===== src/rtl/mc_de_pcq.sv =====
// Drawing-engine page command queue.
// A request splitter breaks each (addr, len) request into chunks of up to 16 words.
// The chunks go into a circular command queue. Its head entry is presented show-ahead.
module mc_de_pcq #(
  parameter int DEPTH = 8
) (
  input  logic        mclock,
  input  logic        reset,
  input  logic        req_valid,
  output logic        req_ready,
  input  logic [31:0] req_addr,
  input  logic [6:0]  req_len,
  input  logic        req_read,
  input  logic        req_rmw,
  input  logic        req_line,
  input  logic        de_pc_pop,
  output logic        de_pc_empty,
  output logic [31:0] de_address,
  output logic [3:0]  de_page,
  output logic        de_read,
  output logic        de_rmw,
  output logic        line_actv_4,
  output logic [4:0]  pc_level,
  output logic        pc_err
);

  localparam int AW = $clog2(DEPTH);

  typedef enum logic {IDLE, SPLIT} state_t;

  typedef struct packed {
    logic [31:0] addr;
    logic [3:0]  page;
    logic        rd;
    logic        rmw;
    logic        line;
  } entry_t;

  entry_t mem [DEPTH];

  state_t        state_q, state_d;
  logic [31:0]   addr_q, addr_d;
  logic [6:0]    rem_q, rem_d;
  logic          rd_q, rd_d, rmw_q, rmw_d, line_q, line_d;
  logic [AW-1:0] rd_ptr_q, rd_ptr_d, wr_ptr_q, wr_ptr_d;
  logic [4:0]    count_q, count_d;
  logic          err_q, err_d;

  logic          full, empty, push, pop_ok, last_chunk;
  logic [3:0]    chunk_page;
  entry_t        push_entry, head;

  // Queue status and the chunk the splitter would push this cycle.
  always_comb begin
    full       = (count_q == 5'(DEPTH));
    empty      = (count_q == 5'd0);
    push       = (state_q == SPLIT) && !full;
    pop_ok     = de_pc_pop && !empty;
    last_chunk = (rem_q <= 7'd15);
    chunk_page = last_chunk ? rem_q[3:0] : 4'd15;
    push_entry = '{addr: addr_q, page: chunk_page, rd: rd_q, rmw: rmw_q, line: line_q};
  end

  // Next-state logic for the splitter, the queue pointers, the count and the error flag.
  always_comb begin
    state_d  = state_q;
    addr_d   = addr_q;
    rem_d    = rem_q;
    rd_d     = rd_q;
    rmw_d    = rmw_q;
    line_d   = line_q;
    rd_ptr_d = rd_ptr_q;
    wr_ptr_d = wr_ptr_q;
    count_d  = count_q;
    err_d    = err_q;

    if (state_q == IDLE) begin
      if (req_valid) begin
        addr_d  = req_addr;
        rem_d   = req_len;
        rd_d    = req_read;
        rmw_d   = req_rmw;
        line_d  = req_line;
        state_d = SPLIT;
      end
    end else if (push) begin
      // The address wraps modulo 2^32 by construction.
      addr_d   = addr_q + 32'(chunk_page) + 32'd1;
      // Once the last chunk is out, rem is no longer used, so it may wrap here.
      rem_d    = rem_q - 7'd16;
      wr_ptr_d = wr_ptr_q + 1'b1;
      if (last_chunk) state_d = IDLE;
    end

    if (pop_ok) rd_ptr_d = rd_ptr_q + 1'b1;
    if (de_pc_pop && empty) err_d = 1'b1;

    count_d = count_q + 5'(push) - 5'(pop_ok);
  end

  // Control registers. A reset discards any partial request and all queued entries.
  always_ff @(posedge mclock) begin
    if (reset) begin
      state_q  <= IDLE;
      addr_q   <= '0;
      rem_q    <= '0;
      rd_q     <= 1'b0;
      rmw_q    <= 1'b0;
      line_q   <= 1'b0;
      rd_ptr_q <= '0;
      wr_ptr_q <= '0;
      count_q  <= '0;
      err_q    <= 1'b0;
    end else begin
      state_q  <= state_d;
      addr_q   <= addr_d;
      rem_q    <= rem_d;
      rd_q     <= rd_d;
      rmw_q    <= rmw_d;
      line_q   <= line_d;
      rd_ptr_q <= rd_ptr_d;
      wr_ptr_q <= wr_ptr_d;
      count_q  <= count_d;
      err_q    <= err_d;
    end
  end

  // Entry storage. It is not reset, because the count alone decides which entries are valid.
  always_ff @(posedge mclock) begin
    if (push && !reset) mem[wr_ptr_q] <= push_entry;
  end

  // Show-ahead head outputs. When the queue is empty they show a stale entry.
  always_comb begin
    head        = mem[rd_ptr_q];
    de_address  = head.addr;
    de_page     = head.page;
    de_read     = head.rd;
    de_rmw      = head.rmw;
    line_actv_4 = head.line;
    req_ready   = (state_q == IDLE);
    de_pc_empty = empty;
    pc_level    = count_q;
    pc_err      = err_q;
  end

endmodule

===== config.mk =====
export PLATFORM = sky130hd
export DESIGN_NAME = mc_de_pcq
export DESIGN_NICKNAME = d
export VERILOG_FILES = /design/src/rtl/mc_de_pcq.sv
export SDC_FILE = /design/constraint.sdc
export NUM_CORES = 1
export LEC_CHECK = 0
export CAP_MARGIN = 30
export CORE_ASPECT_RATIO = 1.25
export CORE_MARGIN = 4
export CORE_UTILIZATION = 55
export CTS_CLUSTER_DIAMETER = 80
export DETAILED_ROUTE_END_ITERATION = 10
export GPL_ROUTABILITY_DRIVEN = 0
export PLACE_DENSITY_LB_ADDON = 0.05
export RECOVER_POWER = 25
export SYNTH_ARGS = -nofsm -noshare
export SYNTH_HDL_FRONTEND = slang
export SYNTH_SLANG_ARGS = --single-unit
export TNS_END_PERCENT = 5

===== constraint.sdc =====
create_clock -name mclock -period 7.2 [get_ports mclock]
set_clock_uncertainty 0.2 [all_clocks]
set_input_delay 1.8 -clock mclock [delete_from_list [all_inputs] [get_ports mclock]]
set_output_delay 1.8 -clock mclock [all_outputs]
set_load 0.1 [all_outputs]

==> out/summary.log <==
INFO  pwr            p_switching=2.28mW
INFO  synthesis      synth_area=15,000um2
INFO  clock_tree     post_cts_hold_buffer_count=0
INFO  run            stage_log_warnings=29
INFO  synthesis      ff_type=edfxtp_1
INFO  routing        total_wirelength_of_the_detailed_routed_design=33,100um
INFO  clock_tree     cts_setup_buffers=0
INFO  clock_tree     clk_transition_reported_paths=0.06ns
INFO  global_route   grt_remaining_overflow=0
INFO  worst_setup_path worst_path_dominant_cell_family=buffers and inverters
INFO  floorplanning  fp.coreArea=26,800um2
INFO  routing        drt_pass1_iterations=5
INFO  final_layout   fraction_of_layout_instances_using_a_drive_strength_above_1=21.6%
INFO  final_layout   layout.cell_area.non_filler=17,500um2
INFO  synthesis      post_synthesis_async_set_or_reset_flop_share=0%
INFO  floorplanning  num_rows=67
INFO  final_layout   comb_area=4190um2
INFO  routing        mean_routed_wirelength_per_cell=24.6um
INFO  global_route   grt_first_pass_wirelength=50,400um
INFO  floorplanning  pin_count=93
INFO  synthesis      synth-edff-count=312
INFO  worst_hold_path hold_path_class=flop to flop
INFO  worst_setup_path critPathKind=flop to primary output
INFO  floorplanning  dieHeight=192um
INFO  timing         tightest_slew=1.01ns
INFO  pwr            switching_fraction=35.0%
INFO  final_layout   layout.area.seq=10,500um2
INFO  pwr            design_power_total=6.50mW
INFO  run            max_cap_violations=0
INFO  floorplanning  floorplan.initialDensity=55.8%
INFO  synthesis      yosys_chip_area=15,000um2
INFO  worst_setup_path critical_path_buf_inv_count=2
INFO  worst_setup_path critical_path.slowest_cell=clkdlybuf4s50_1
INFO  timing         finalWorstSetupSlack=1.42ns
INFO  timing         fmax=173MHz
INFO  timing         hold_violations=0
INFO  routing        postRouteAntennaNets=0
INFO  clock_tree     post_cts_resize_count=0
INFO  worst_setup_path arrival=3.78ns
INFO  global_route   overall_global_routing_resource_usage=22.4%
INFO  final_layout   insertedDiodeCount=0
INFO  synthesis      post_synth.cell_area_avg=17.4um2
INFO  synthesis      ys.flops=370
INFO  outcome        outcome=finished, final reports clean
INFO  worst_setup_path cp-end-kind=primary output
INFO  timing         setup_viol=0
INFO  placement      place.port_buffers=92
INFO  placement      place.detailed.hpwl=20,500um
INFO  global_route   number_of_global_route_vias_before_repair=8,468
INFO  pwr            share_comb_of_total_power=31.3%
INFO  synthesis      yosys.cell_types.count=64
INFO  global_route   maximum_number_of_pins_on_one_net_before_global_route_repair=60
INFO  worst_hold_path hold_path_startpoint=pc_err
INFO  timing         fin_hold_ws=0.279ns
INFO  clock_tree     cts_tree=built
INFO  floorplanning  die_width=156um
INFO  pwr            total_leakage_power=5.70nW
INFO  global_route   antenna_found_initial=0
INFO  timing         period_used_share=80.3%
INFO  worst_setup_path crit-reg2reg-launch=pc_level[2]
INFO  routing        drt_iter0_drc=677
INFO  timing         setup_total_negative_slack=0ns
INFO  synthesis      synth.net_count=925
INFO  floorplanning  chip_area=29,900um2
INFO  routing        detailroute.via_count=8,328
INFO  timing         grt_setup_unrepaired=no
INFO  synthesis      netlist_instances=862
INFO  worst_setup_path path_cells=buf_4, mux4_2, mux2_2, clkdlybuf4s50_1
INFO  pwr            seq_power_share=41.0%
path summary, 6_finish.rpt:
path | end | slack [ns] | cells after the start
worst min register to register | pc_err | 0.28 | 2
worst max-delay path | de_address[13] | 1.42 | 4
worst max register to register | pc_level[4] | 3.00 | 15
worst min-delay path | pc_err | 0.28 | 2
layout by cell type, fill, tap and decap left out, types with 7 or more instances in the layout:
cell type,count
edfxtp_1,312
clkdlybuf4s50_1,91
mux4_2,78
dfxtp_1,55
nand2_1,50
mux2_2,40
clkbuf_16,37
nor2_1,31
a21oi_1,30
buf_4,22
inv_1,20
nand3_1,18
o21ai_0,17
ha_1,15
nand4_1,14
a211oi_1,14
clkinv_1,12
nor3_1,10
xor2_1,8
nor2b_1,7
cell usage after synthesis, drive strengths merged (7+ instances only):
cell type / count
edfxtp: 312
mux4: 78
dfxtp: 58
nand2: 51
mux2: 40
nor2: 34
clkbuf: 33
a21oi: 31
inv: 21
nand3: 19
o21ai: 17
ha: 15
nand4: 15
a211oi: 14
buf: 11
nor3: 11
xor2: 8
nor2b: 7
or3: 7
worst min-delay path: stages (launching register included):
cell	delay, ns
dfxtp_1	0.33
a21oi_1	0.04
nor2_1	0.07
registers in the layout, indices dropped and copies added, names as in the netlist, 3 cells and up, named ones only:
name,count
mem,312
addr_q,32
rem_q,7
pc_level,5
rd_ptr_q,3
wr_ptr_q,3
power by group through the flow:
| stage | registers [mW] | logic (mW) | clock network [mW] |
|---|---|---|---|
| finish | 2.66 | 2.03 | 1.81 |
| floorplan | 2.67 | 1.60 | 0 |
| global placement | 2.72 | 1.97 | 0 |
| detailed placement | 2.72 | 2.04 | 0 |
| global route | 2.69 | 2.14 | 1.93 |
| CTS | 2.67 | 2.05 | 1.84 |
through the flow:
stage	util (%)	std cells
CTS	65.2	1345
detailed placement	61.0	1279
floorplan	-	862
global placement	60.8	1277
finish	65.2	1345
global route	65.2	1345
kinds of logic (layout without fill, tap and decap cells):
logic type / Yosys count / count (layout) / synth area share, %
AND-OR/OR-AND: 108 / 108 / 4.76
XOR/XNOR: 10 / 10 / 0.585
adder cells (fa/ha/maj): 17 / 17 / 1.52
buffers and inverters: 66 / 204 / 2.01
flip-flops: 370 / 370 / 70.4
multiplexers: 122 / 122 / 15.0
AND/OR/NAND/NOR: 169 / 169 / 5.72
final cells by class:
| type | instances | share of cell area [%] |
|---|---|---|
| clock buffer | 43 | 5.42 |
| clock inverter | 23 | 1.09 |
| inverter | 22 | 0.472 |
| multi-input combinational | 426 | 23.9 |
| sequential | 370 | 60.2 |
| tap | 345 | 2.47 |
| timing repair buffer | 116 | 6.42 |
per-layer routing:
metal  up-vias  routed length [um]  track usage, %
met3        58                1610            3.25
met1      4317               13700            30.7
met4         0                 634            5.29
met2       272               17200            38.6
li1       3681                   -               -
met5         -                   0               0
Figure 1. Gate-type map.
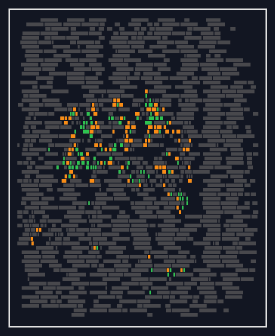
orange -> aoi and oai cells  # cells 95
green -> nand cells  # cells 87

Figure 2. Placement by cell class.
The bar under the picture is 50 um long.
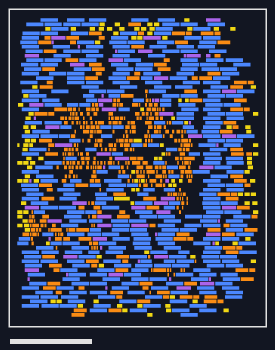
blue -> registers  # cells 370, share of their area 62%
yellow -> remaining buffers and delay cells  # cells 116, share of their area 6.6%
purple -> clock drivers and dummy loads  # cells 66, share of their area 6.7%
orange -> remaining logic cells  # cells 448, share of their area 25%

Figure 3. Clock wires, drivers and flops.
The bar under the picture is 50 um long.
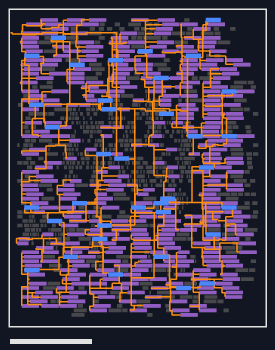
blue -> clock-net drivers  # count 36
orange -> clock wires  # length 3,810 um
purple -> flip-flops  # count 370
routed clock nets = 37

Figure 4. The metal 2 layer.
Cells faint in the background.
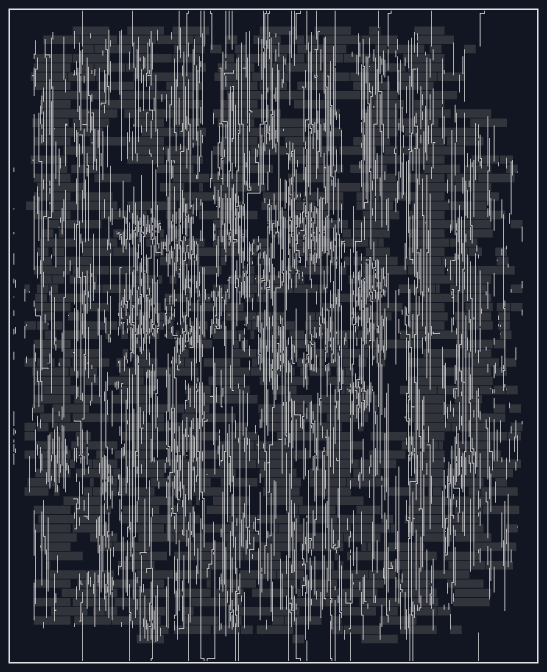
longest straight run = 96.9 um
wire length on this layer = 17,200 um

Power and IR drop assume default switching activity.
